**Run 1: signal wires by layer**

Drawn at 6 px/micron.
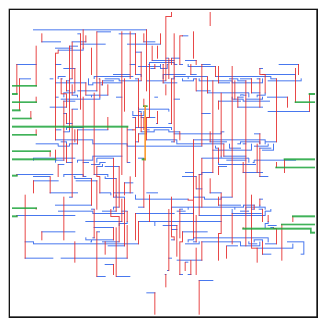
**Run 1: routed clock nets over the placement**

Drawn at 8 px/micron.
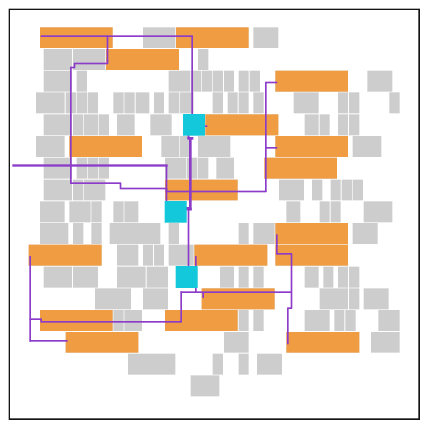
**Run 1: routing congestion map**

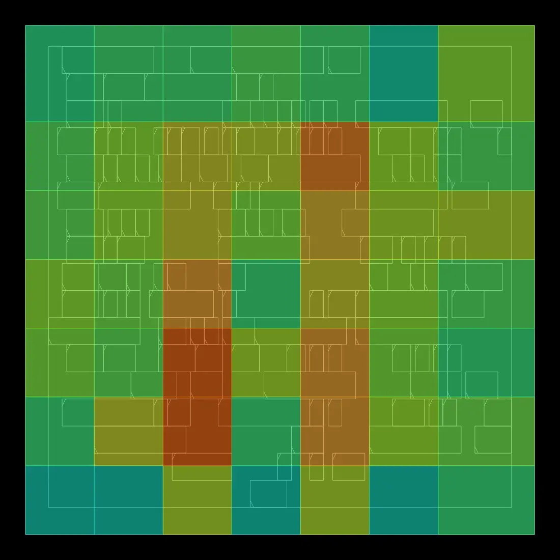
### config.mk
export PLATFORM = sky130hd
export DESIGN_NAME = linked_list_pop_sched
export DESIGN_NICKNAME = d
export VERILOG_FILES = /design/src/rtl/linked_list_pop_sched.sv
export SDC_FILE = /design/constraint.sdc
export NUM_CORES = 1
export LEC_CHECK = 0
export ABC_AREA = 1
export CORE_MARGIN = 2
export CORE_UTILIZATION = 40
export CTS_CLUSTER_SIZE = 8
export DETAILED_ROUTE_END_ITERATION = 12
export PLACE_DENSITY = 0.68
export SLEW_MARGIN = 20
export SYNTH_ARGS = -nofsm -noshare
export SYNTH_HDL_FRONTEND = slang
export SYNTH_SLANG_ARGS = --single-unit
### constraint.sdc
create_clock -name clk -period 1.8 [get_ports clk]
set_clock_uncertainty 0.05 [all_clocks]
set_input_delay 0.27 -clock clk [delete_from_list [all_inputs] [get_ports clk]]
set_output_delay 0.27 -clock clk [all_outputs]
set_load 0.02 [all_outputs]
### src/rtl/linked_list_pop_sched.sv
// Round-robin pop scheduler for the shared linked-list FIFO.
// Pops into a 2-entry output buffer; can also drain a queue to empty.
module linked_list_pop_sched #(
   parameter int WIDTH     = 4,
   parameter int NUM_FIFOS = 2,
   parameter int SEL_WIDTH = (NUM_FIFOS > 1) ? $clog2(NUM_FIFOS) : 1
) (
   input  logic                 clk,
   input  logic                 rst,
   input  logic [NUM_FIFOS-1:0] fifo_empty,
   input  logic [WIDTH-1:0]     fifo_data,
   output logic                 fifo_pop,
   output logic [SEL_WIDTH-1:0] fifo_pop_sel,
   input  logic [NUM_FIFOS-1:0] queue_en,
   output logic                 out_valid,
   input  logic                 out_ready,
   output logic [WIDTH-1:0]     out_data,
   output logic [SEL_WIDTH-1:0] out_sel,
   input  logic                 drain_req,
   input  logic [SEL_WIDTH-1:0] drain_sel,
   output logic                 drain_done,
   output logic                 busy
);

   typedef enum logic {
      RUN,
      DRAIN
   } state_t;

   state_t state, state_nx;

   logic [SEL_WIDTH-1:0] rr_ptr;
   logic [SEL_WIDTH-1:0] rr_nx;
   logic [SEL_WIDTH-1:0] dq;
   logic [SEL_WIDTH-1:0] cand;
   logic                 found;
   logic [NUM_FIFOS-1:0] elig;
   logic                 dq_empty;

   logic [1:0]           cnt;
   logic [WIDTH-1:0]     bd [2];
   logic [SEL_WIDTH-1:0] bs [2];
   logic                 rd_p;
   logic                 wr_p;
   logic                 fire;
   logic                 buf_wr;
   logic                 done_nx;

   assign elig      = ~fifo_empty & queue_en;
   assign out_valid = (cnt != 2'd0);
   assign fire      = out_valid & out_ready;
   assign out_data  = bd[rd_p];
   assign out_sel   = bs[rd_p];
   assign busy      = (state == DRAIN);

   // Two passes: queues at or above rr_ptr first, then the wrapped ones.
   always_comb begin
      found = 1'b0;
      cand  = '0;
      for (int i = 0; i < NUM_FIFOS; i++) begin
         if (!found && elig[i] && SEL_WIDTH'(i) >= rr_ptr) begin
            found = 1'b1;
            cand  = SEL_WIDTH'(i);
         end
      end
      for (int i = 0; i < NUM_FIFOS; i++) begin
         if (!found && elig[i] && SEL_WIDTH'(i) < rr_ptr) begin
            found = 1'b1;
            cand  = SEL_WIDTH'(i);
         end
      end
   end

   always_comb begin
      rr_nx = cand + 1'b1;
      if (cand == SEL_WIDTH'(NUM_FIFOS - 1))
         rr_nx = '0;
   end

   // Out-of-range drain targets read as empty.
   always_comb begin
      dq_empty = 1'b1;
      for (int i = 0; i < NUM_FIFOS; i++) begin
         if (dq == SEL_WIDTH'(i))
            dq_empty = fifo_empty[i];
      end
   end

   always_comb begin
      state_nx     = state;
      fifo_pop     = 1'b0;
      fifo_pop_sel = '0;
      buf_wr       = 1'b0;
      done_nx      = 1'b0;
      case (state)
         RUN: begin
            if (found && (cnt != 2'd2 || fire)) begin
               fifo_pop     = 1'b1;
               fifo_pop_sel = cand;
               buf_wr       = 1'b1;
            end
            if (drain_req)
               state_nx = DRAIN;
         end
         DRAIN: begin
            if (!dq_empty) begin
               fifo_pop     = 1'b1;
               fifo_pop_sel = dq;
            end else begin
               state_nx = RUN;
               done_nx  = 1'b1;
            end
         end
         default: state_nx = RUN;
      endcase
   end

   always_ff @(posedge clk or negedge rst) begin
      if (!rst) begin
         state      <= RUN;
         rr_ptr     <= '0;
         dq         <= '0;
         drain_done <= 1'b0;
      end else begin
         state      <= state_nx;
         drain_done <= done_nx;
         if (state == RUN && drain_req)
            dq <= drain_sel;
         if (buf_wr)
            rr_ptr <= rr_nx;
      end
   end

   always_ff @(posedge clk or negedge rst) begin
      if (!rst) begin
         cnt   <= 2'd0;
         rd_p  <= 1'b0;
         wr_p  <= 1'b0;
         bd[0] <= '0;
         bd[1] <= '0;
         bs[0] <= '0;
         bs[1] <= '0;
      end else begin
         if (buf_wr) begin
            bd[wr_p] <= fifo_data;
            bs[wr_p] <= fifo_pop_sel;
            wr_p     <= ~wr_p;
         end
         if (fire)
            rd_p <= ~rd_p;
         cnt <= cnt + {1'b0, buf_wr} - {1'b0, fire};
      end
   end

endmodule

==> impl_metrics.yaml, run 1 <==
# flow metrics
outcome:
  result_of_the_run: "finished clean"
placed_design:
  detailed_place_hpwl_mm: 1.26
synthesis:
  synth.ff_latch_count: 18
  synthesis.area_per_instance_sq_um: 8.52
  synth.cells.most_frequent: "sky130_fd_sc_hd__nand2_1, sky130_fd_sc_hd__dfrtp_1, sky130_fd_sc_hd__inv_1, sky130_fd_sc_hd__o21ai_1, sky130_fd_sc_hd__o21ai_2"
  synthesis.nets: 118
  postSynthCellCount: 104
  compound_area_frac: 0.0862
  post_synthesis_share_of_cell_area_spent_on_and_or_nand_and_nor_gates: 0.270
final_layout:
  comb_cells: 70
  non_clock_buffer_count: 31
  largest_registers: "bd x8, bs x2, cnt x2"
  clkbuf_count: 3
  non_clock_buffer_area_share: 0.226
  diode_insertion_count_for_antenna_repair: 0
  number_of_non_clock_inverters: 15
critical_path:
  crit_path_frequent_cell: "sky130_fd_sc_hd__nand2_1"
  ff2ff_setup_slack_ns: 0.16
  number_of_buffers_and_inverters_on_the_critical_path: 3
timing:
  maxSlewViolCount: 0
global_routing:
  vias_in_the_first_global_route: 701
  global_route.overflow_total: 0
die:
  row_count: 17
  dieHeight_microns: 51.1
  die_area_sq_um: 2610
  tap-cell-count: 28
routing:
  iteration_0_drc_count_of_the_detailed_router: 22
  drt_pre_antenna_iters: 4
flow_run:
  drv_cap: 0
power_and_ir_drop:
  power.density_nw_per_um2: 1580
  total_power_mw: 1.92
  leakagePower_nw: 0.674
  power_internal_mw: 1.12
  combPwrFrac: 0.532
clock_network:
  ctsLongestPathBuffers: 2
  tritoncts: "yes"
hold_path:
  worst_hold_path_type: "input port to asynchronous set/reset pin"
About 'signal wires by layer':
| colour | layer | wire length |
|---|---|---|
| green | M3 | 91.0 microns |
| blue | M1 | 778 microns |
| red | M2 | 799 microns |
| orange | M4 | 8.80 microns |
wire length per cell: 10.2 microns
DRT Wirelength: 1.68 mm
via count: 748
global-route usage over all layers: 0.142

About 'routed clock nets over the placement':
[purple] clock wires | length: 213 microns
[cyan] clock-net drivers | count: 3
[orange] flip-flops | count: 18
routed clock nets: 4
clock group share of total power: 0.100
insertion delay at the late pin of the worst-skew pair: 0.28 ns

About 'routing congestion map':
fraction of met2 tracks used by global routing: 0.251
routing usage on met3: 0.0322
fin util: 0.565
global routing met1 resource utilization: 0.165

==> run 1 -> run 2 <==
--- a/config.mk
+++ b/config.mk
@@ -8,7 +8,7 @@
 export ABC_AREA = 1
 export CORE_MARGIN = 2
 export CORE_UTILIZATION = 40
-export CTS_CLUSTER_SIZE = 8
+export CTS_CLUSTER_SIZE = 20
 export DETAILED_ROUTE_END_ITERATION = 12
 export PLACE_DENSITY = 0.68
 export SLEW_MARGIN = 20
**Run 2: sequential cells grouped by signal name**

Drawn at 6 px/micron. Other sequential cells in the stronger grey, the rest of the logic in the fainter grey.
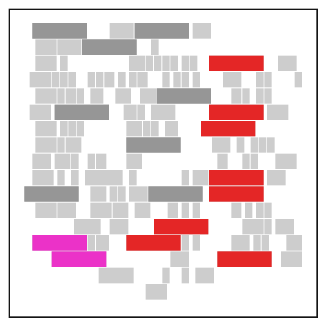
| colour | netlist name | sequential cells |
|---|---|---|
| magenta | `cnt` | 2 |
| red | `bd` | 8 |
footprint of the flip-flops and latches: 450 sq um
sequential-cell power consumption: 707 uW
fraction of area in registers: 0.371

==> run 2 against run 1 <==
  * First-iteration DRC count unchanged
  * Cell area unchanged
  * Non-clock buffer count unchanged
  * Combinational power about the same
  * Critical path type unchanged
  * Largest power group unchanged
==> impl_metrics.yaml, run 2 <==
# flow metrics
power_and_ir_drop:
  total_power_mw: 1.92
  power.density_nw_per_um2: 1580
  leakagePower_nw: 0.674
  combPwrFrac: 0.532
  power_internal_mw: 1.12
global_routing:
  global_route.overflow_total: 0
  grt_use_total: 0.142
  met1_usage: 0.165
  met2_usage: 0.251
routing:
  drt_pre_antenna_iters: 4
  detail_route.wl_per_cell_microns: 10.2
  dr_total_vias: 748
timing:
  maxSlewViolCount: 0
synthesis:
  synthesis.nets: 118
  synth.cells.most_frequent: "sky130_fd_sc_hd__nand2_1, sky130_fd_sc_hd__dfrtp_1, sky130_fd_sc_hd__inv_1, sky130_fd_sc_hd__o21ai_1, sky130_fd_sc_hd__o21ai_2"
  post_synthesis_share_of_cell_area_spent_on_and_or_nand_and_nor_gates: 0.270
  synth.ff_latch_count: 18
  compound_area_frac: 0.0862
  synthesis.area_per_instance_sq_um: 8.52
final_layout:
  clkbuf_count: 3
  comb_cells: 70
  diode_insertion_count_for_antenna_repair: 0
  non_clock_buffer_area_share: 0.226
  postLayoutCoreUtil: 0.565
  number_of_non_clock_inverters: 15
placed_design:
  detailed_place_hpwl_mm: 1.26
clock_network:
  clkLatencyLatePin_ns: 0.28
  tritoncts: "yes"
  ctsLongestPathBuffers: 2
die:
  tap-cell-count: 28
  die_area_sq_um: 2610
  row_count: 17
  dieHeight_microns: 51.1
critical_path:
  ff2ff_setup_slack_ns: 0.16
  number_of_buffers_and_inverters_on_the_critical_path: 3
  crit_path_frequent_cell: "sky130_fd_sc_hd__nand2_1"
outcome:
  result_of_the_run: "finished clean"
hold_path:
  worst_hold_path_type: "input port to asynchronous set/reset pin"
flow_run:
  drv_cap: 0
**Run 2: signal wires on met3**

Drawn at 6 px/micron.
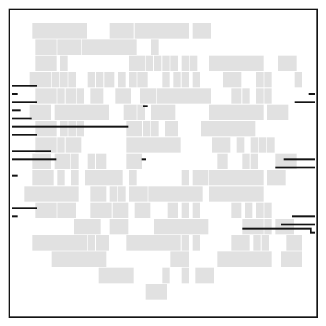
share of all routed wire: 5.4%
longest straight run: 19.1 microns
wire length on this layer: 91.0 microns
nets with wire on the layer: 20

Power is estimated from default activity; no workload was simulated.
